`config.mk`:
```
export PLATFORM = sky130hd
export DESIGN_NAME = ssp_dual_issue_queue
export DESIGN_NICKNAME = d
export VERILOG_FILES = /design/src/rtl/ssp_dual_issue_queue.sv
export SDC_FILE = /design/constraint.sdc
export NUM_CORES = 1
export LEC_CHECK = 0
export CAP_MARGIN = 40
export CORE_UTILIZATION = 35
export DETAILED_ROUTE_END_ITERATION = 10
export GPL_TIMING_DRIVEN = 0
export SLEW_MARGIN = 20
export SYNTH_ARGS = -nofsm -noshare
export SYNTH_HDL_FRONTEND = slang
export SYNTH_SLANG_ARGS = --single-unit
```
`constraint.sdc`:
```
create_clock -name clk1 -period 6.6 [get_ports clk1]
set_input_delay 1.32 -clock clk1 [delete_from_list [all_inputs] [get_ports clk1]]
set_output_delay 1.32 -clock clk1 [all_outputs]
set_load 0.03 [all_outputs]
```
`src/rtl/ssp_dual_issue_queue.sv`:
```
// -----------------------------------------------------------------------------
// ssp_dual_issue_queue
//
// Instruction queue between fetch and the two execute lanes of the superscalar
// core. Up to two instructions are accepted per cycle from fetch (NOP slots are
// compacted away on entry). Up to two instructions are issued per cycle in
// program order. The second slot is offered only when the head pair is free of
// hazards: RAW, WAW, two memory ops, or a control-flow instruction in slot 0.
//
// Ports
//   clk1        core clock (the only clock of this block)
//   reset       asynchronous, active-high reset
//   flush       synchronous discard of all entries (branch redirect)
//   in_valid    per-lane fetch valid, lane 0 is older
//   in_instr0/1 fetch lane 0/1 instruction
//   in_ready    high when at least two entries are free
//   out_valid   issue-slot valid; bit 1 is never set without bit 0
//   out_instr0  oldest queued instruction
//   out_instr1  second-oldest queued instruction
//   out_ready   execute accepts every slot flagged in out_valid this cycle
//   count       current occupancy
//
// Opcode encodings that the decode needs but that are not fixed by the ISA
// subset (LW, SW, J, JAL) are parameters so the core can match its own map.
// SW must sit inside the 011xxx group; every other 011xxx opcode is a branch.
// -----------------------------------------------------------------------------
module ssp_dual_issue_queue #(
    parameter int         DEPTH    = 8,
    parameter int         DW       = 32,
    parameter logic [5:0] NOP_OP   = 6'b111111,
    parameter logic [4:0] LINK_REG = 5'd31,
    parameter logic [5:0] LW_OP    = 6'b010000,
    parameter logic [5:0] SW_OP    = 6'b011000,
    parameter logic [5:0] J_OP     = 6'b100000,
    parameter logic [5:0] JAL_OP   = 6'b100001
) (
    input  logic                   clk1,
    input  logic                   reset,
    input  logic                   flush,
    input  logic [1:0]             in_valid,
    input  logic [DW-1:0]          in_instr0,
    input  logic [DW-1:0]          in_instr1,
    output logic                   in_ready,
    output logic [1:0]             out_valid,
    output logic [DW-1:0]          out_instr0,
    output logic [DW-1:0]          out_instr1,
    input  logic                   out_ready,
    output logic [$clog2(DEPTH):0] count
);

    localparam int AW = $clog2(DEPTH);
    localparam int CW = AW + 1;

    typedef logic [AW-1:0] ptr_t;
    typedef logic [CW-1:0] cnt_t;

    // Register usage of one instruction; rd == 0 means "no destination",
    // which also covers writes to R0.
    typedef struct packed {
        logic       rs1_v;
        logic [4:0] rs1;
        logic       rs2_v;
        logic [4:0] rs2;
        logic [4:0] rd;
        logic       is_mem;
        logic       is_ctrl;
    } dec_t;

    // Only the opcode and the three register fields are passed in, so every
    // argument bit is meaningful.
    function automatic dec_t decode(input logic [5:0] op,
                                    input logic [4:0] f_a,
                                    input logic [4:0] f_b,
                                    input logic [4:0] f_c);
        dec_t d;
        d = '0;
        if (op[5:3] == 3'b000) begin
            // R-type
            d.rs1_v = 1'b1;
            d.rs1   = f_a;
            d.rs2_v = 1'b1;
            d.rs2   = f_b;
            d.rd    = f_c;
        end else if ((op >= 6'b001000 && op <= 6'b001100) || op == LW_OP) begin
            // I-type and LW
            d.rs1_v  = 1'b1;
            d.rs1    = f_a;
            d.rd     = f_b;
            d.is_mem = (op == LW_OP);
        end else if (op[5:3] == 3'b011) begin
            // SW and branches
            d.rs1_v   = 1'b1;
            d.rs1     = f_a;
            d.rs2_v   = 1'b1;
            d.rs2     = f_b;
            d.is_mem  = (op == SW_OP);
            d.is_ctrl = (op != SW_OP);
        end else if (op == J_OP) begin
            d.is_ctrl = 1'b1;
        end else if (op == JAL_OP) begin
            d.rd      = LINK_REG;
            d.is_ctrl = 1'b1;
        end
        return d;
    endfunction

    // -------------------------------------------------------------------------
    // State
    // -------------------------------------------------------------------------
    logic [DW-1:0] mem [DEPTH];
    ptr_t          head;
    ptr_t          tail;

    // -------------------------------------------------------------------------
    // Enqueue side
    // -------------------------------------------------------------------------
    logic       keep0;
    logic       keep1;
    logic [1:0] push_n;
    ptr_t       wr_ptr1;

    assign in_ready = (count <= cnt_t'(DEPTH - 2));

    assign keep0   = in_valid[0] && (in_instr0[DW-1:DW-6] != NOP_OP);
    assign keep1   = in_valid[1] && (in_instr1[DW-1:DW-6] != NOP_OP);
    assign push_n  = in_ready ? (2'(keep0) + 2'(keep1)) : 2'd0;
    // Lane 1 lands right behind lane 0, or at tail when lane 0 was a NOP.
    assign wr_ptr1 = keep0 ? (tail + ptr_t'(1)) : tail;

    // -------------------------------------------------------------------------
    // Issue side
    // -------------------------------------------------------------------------
    dec_t       dec0;
    dec_t       dec1;
    logic       raw;
    logic       waw;
    logic       hazard;
    logic [1:0] pop_n;

    assign out_instr0 = mem[head];
    assign out_instr1 = mem[head + ptr_t'(1)];

    assign dec0 = decode(out_instr0[DW-1:DW-6], out_instr0[25:21],
                         out_instr0[20:16], out_instr0[15:11]);
    assign dec1 = decode(out_instr1[DW-1:DW-6], out_instr1[25:21],
                         out_instr1[20:16], out_instr1[15:11]);

    assign raw = (dec0.rd != 5'd0) &&
                 ((dec1.rs1_v && dec1.rs1 == dec0.rd) ||
                  (dec1.rs2_v && dec1.rs2 == dec0.rd));
    assign waw = (dec0.rd != 5'd0) && (dec0.rd == dec1.rd);

    assign hazard = raw || waw || (dec0.is_mem && dec1.is_mem) || dec0.is_ctrl;

    assign out_valid[0] = (count >= cnt_t'(1));
    assign out_valid[1] = (count >= cnt_t'(2)) && !hazard;

    // out_valid[1] implies out_valid[0], so the popcount is a simple select.
    assign pop_n = !out_ready    ? 2'd0 :
                   out_valid[1]  ? 2'd2 :
                   {1'b0, out_valid[0]};

    // -------------------------------------------------------------------------
    // Pointer and occupancy registers
    // -------------------------------------------------------------------------
    // NOTE: sequential state uses non-blocking assignments so every register
    // samples the pre-edge values of its neighbours, independent of block order.
    always_ff @(posedge clk1 or posedge reset) begin
        if (reset) begin
            head  <= '0;
            tail  <= '0;
            count <= '0;
        end else if (flush) begin
            head  <= '0;
            tail  <= '0;
            count <= '0;
        end else begin
            head  <= head + ptr_t'(pop_n);
            tail  <= tail + ptr_t'(push_n);
            count <= count + cnt_t'(push_n) - cnt_t'(pop_n);
        end
    end

    // NOTE: the entry array is deliberately left out of reset; an entry is
    // only observed once count covers it, and that is always after a write.
    always_ff @(posedge clk1) begin
        if (in_ready && !flush) begin
            if (keep0) mem[tail]    <= in_instr0;
            if (keep1) mem[wr_ptr1] <= in_instr1;
        end
    end

endmodule

```
run_1/pins.png
Drawn at 2 px/µm. Pins as bars across the die edge, other pins in grey.
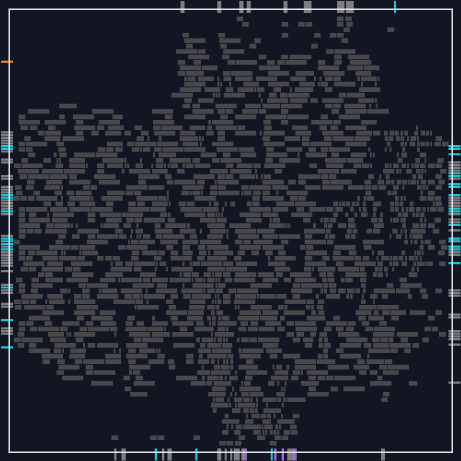
- `out_instr0`: cyan (pins 32; direction output; edge 16 right, 12 left, 3 bottom, 1 top)
- `count`: purple (pins 4; direction output; edge bottom)
- `clk1`: orange (pins 1; direction input; edge left)
Die Span X: 221 µm
die height: 221 µm
I/O Buffers: 140

run_1/met2.png
Drawn at 2 px/µm.
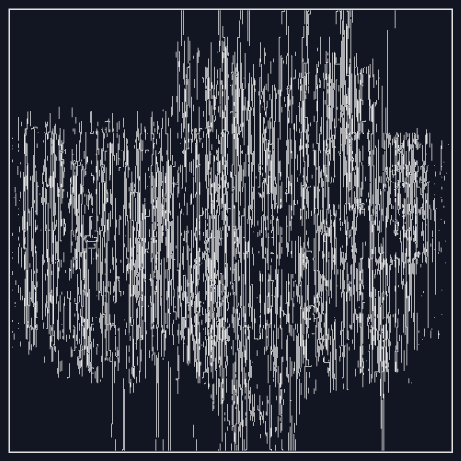
- longest straight run: 103 µm
- share of all routed wire: 48%
- nets with wire on the layer: 1305
- main direction: vertical
routed wire length: 53500 µm
GRT met2 Usage: 0.366
via count: 11500

==> job_summary.md, run 1 <==
### Yosys + OpenROAD results

| Metric | Value |
|---|---|
| Slew @ Worst Pin | `863 ps` |
| Hold Crit Class | `reg2reg` |
| FF/Latch Area | `7940 µm²` |
| Largest register by flop count | `mem` |
| Share of cells above drive strength 1 | `0.405` |
| Mux area share | `0.377` |
| Fin worst setup slack | `419 ps` |
| Logic Gate Count | `771` |
| Pwr dens | `452 nW/µm²` |
| Count of library flops with an enable pin | `256` |
| Top FF cell, synth | `edfxtp_1` |
| Ys cells | `1143` |
| Tool warnings | `28` |
| Non-CTS buffers | `268` |
| # diodes | `2` |
| Crit path DAT | `4860 ps` |
| Most instantiated logic cells after routing | `mux2_2 (301), edfxtp_1 (256), clkdlybuf4s50_1 (139), mux4_2 (111), nand2_1 (88)` |
| F_max | `0.162 GHz` |
| Slew headroom | `0.425` |
| CP max FO | `10` |
| Hold Path Cell Cnt | `2` |
| Init Core Util | `0.357` |
| FF-to-FF setup slack | `810 ps` |
| Reg2reg start | `head[0]` |
| Worst hold slack | `674 ps` |
| Critical path capture point | `out_instr1[3]` |
| Total clock sinks | `266` |
| Inverters | `27` |
| Worst IR drop on VDD | `0.305 mV` |
| Status | `complete, but fails checks` |
| Violated checks | `design-rule violations` |
| Crit end category | `output pin` |
| R2R cell count | `23` |
| Core area | `46900 µm²` |
| Non-Filler Instances | `1996` |
| Design area | `20700 µm²` |
| Total nets after synthesis | `1229` |
| Htree depth | `1` |
| NumNets Final | `1451` |
| Std cell rows | `79` |
| Starting DRT DRC Count | `1104` |
| # DRC | `16` |
| Die area | `48700 µm²` |
| Layout Utilization | `0.442` |
| Fa+ha+maj area frac | `0.0138` |
| Max reg flops | `256` |
run_1/metal_stack.png
Drawn at 1 px/µm. Only two layers are drawn.
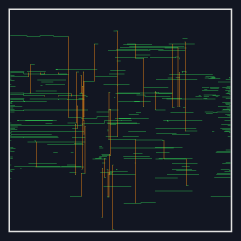
- met4: orange (wire length 1410 µm)
- met3: green (wire length 3840 µm)
WL/cell: 26.8 µm
GRT Total Usage: 0.221

==> run 1: routing by layer <==
metal,part of all wire,GRT usage
met5,0.0013,0
met4,0.026,0.0600
met3,0.072,0.0416
met2,0.48,0.366
met1,0.42,0.295
==> run 1: repair_timing <==
item	in CTS	in global routing
resized	11	8
hold endpoints to repair	0	0
endpoints found under the setup margin	30	1
setup buffers	2	0
pin swaps	1	0
==> run 1: report_power, final <==
part	leakage [nW]	switching, mW	internal, mW
clock	0.451	0.685	0.886
combinational	4.03	3.26	2.41
sequential	2.45	0.0813	2.05
==> run 1: worst max-delay path, cell delays in order (launching register included) <==
cell and delay [ps]:
dfrtp_2 480, buf_4 250, buf_4 230, clkbuf_4 300, buf_4 310, buf_4 290
buf_2 350, buf_1 500, buf_8 220, mux4_2 510, nand2_1 80, nand2_1 120
clkdlybuf4s50_1 610
run_1/port_nets.png
Drawn at 1 px/µm.
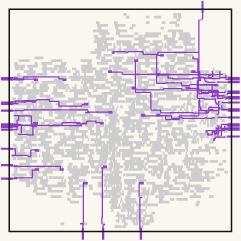

==> run 1 -> run 2 <==
CTS_CLUSTER_DIAMETER = 50   (was default)
SKIP_LAST_GASP = 1   (was default)
run_2/port_nets.png
Drawn at 1 px/µm.
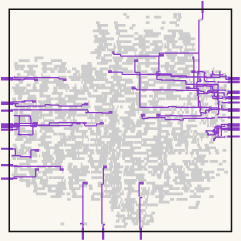
- `out_instr0`: purple (bits 32; direction output; end cells 32; buffers 32; wire 2280 µm)
io pins: 141

==> job_summary.md, run 2 <==
### Yosys + OpenROAD results

| Metric | Value |
|---|---|
| Crit path cell chain | `buf_4 > buf_4 > clkbuf_4 > buf_4 > buf_4 > buf_2 > buf_1 > buf_8 > mux4_2 > nand2_1 > nand2_1 > clkdlybuf4s50_1` |
| # diodes | `2 (unchanged)` |
| Pwr dens | `464 nW/µm² (+2.7%)` |
| Max reg flops | `256 (unchanged)` |
| Highest-power group | `combinational cells` |
| Htree depth | `2 (+1)` |
| Init Core Util | `0.357 (unchanged)` |
| P_comb | `5.67 mW (about the same)` |
| Status | `complete, but fails checks` |
| Fin worst setup slack | `450 ps (+31.6 ps)` |
| # Post-CTS Setup Buffers | `2 (unchanged)` |
| Total clock sinks | `266 (unchanged)` |
| Combinational fraction of design power | `0.582 (-0.023)` |
| Total nets after synthesis | `1229 (unchanged)` |
| FF/Latch Area | `7940 µm² (unchanged)` |
| Share of cells above drive strength 1 | `0.413 (+0.00784)` |
| Most instantiated logic cells after routing | `mux2_2 (301), edfxtp_1 (256), clkdlybuf4s50_1 (139), mux4_2 (111), nand2_1 (88)` |
| Die area | `48700 µm² (unchanged)` |
| CP max FO | `10 (unchanged)` |
| Worst hold slack | `672 ps (-1.92 ps)` |
| Critical path capture point | `out_instr1[3]` |
| # DRC | `16 (unchanged)` |
| Inverters | `27 (unchanged)` |
| Slowest CP cell | `clkdlybuf4s50_1` |
| Layout Utilization | `0.448 (+0.00609)` |
| Crit path DAT | `4830 ps (-30 ps)` |
| Switching pwr | `4.11 mW (+2.2%)` |
| Starting DRT DRC Count | `1018 (-7.8%)` |
| Sequential Power | `2.13 mW (about the same)` |
| CP max stage delay | `610 ps (about the same)` |
| Hold Crit Class | `reg2reg` |
| Die height | `221 µm (unchanged)` |
| Violated checks | `design-rule violations` |
| Std cell rows | `79 (unchanged)` |
| Top FF cell, synth | `edfxtp_1` |
| Ys cells | `1143 (unchanged)` |
| Design area | `21000 µm² (+1.4%)` |
run_2/pins.png
Drawn at 2 px/µm. Pins as bars across the die edge, other pins in grey.
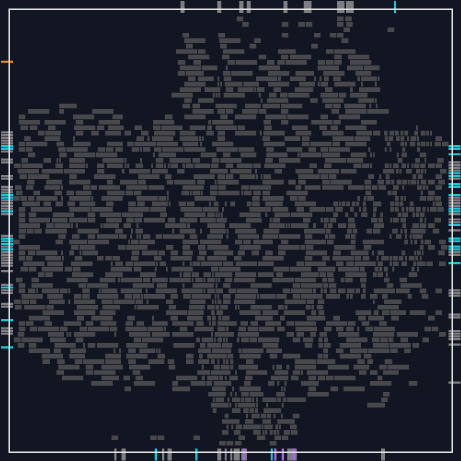
- `count`: purple (pins 4; direction output; edge bottom)
- `clk1`: orange (pins 1; direction input; edge left)
- `out_instr0`: cyan (pins 32; direction output; edge 16 right, 12 left, 3 bottom, 1 top)

run 2: cell counts after synthesis:
Identical to the previous run, type by type.
run 2: cells by family (layout without fill, tap and decap cells):
family | count (synthesis) | in the layout | synth area share
mux | 444 | 444 | 0.377
flops | 266 | 266 | 0.474
simple gates | 219 | 219 | 0.0652
buf+inv | 106 | 360 | 0.0283
compound gates | 79 | 79 | 0.0345
fa+ha+maj | 16 | 16 | 0.0138
xor+xnor | 13 | 13 | 0.00680
other cells | 0 | 2 | 0
run 2: routing by layer:
layer | track usage | share of wire | vias up
li1 | - | - | 5053
met1 | 0.292 | 0.41 | 5929
met2 | 0.368 | 0.48 | 486
met3 | 0.0513 | 0.077 | 105
met4 | 0.0692 | 0.028 | 10
met5 | 0 | 0.0011 | -
No activity file was given, so power comes from the tool's default toggle rates.
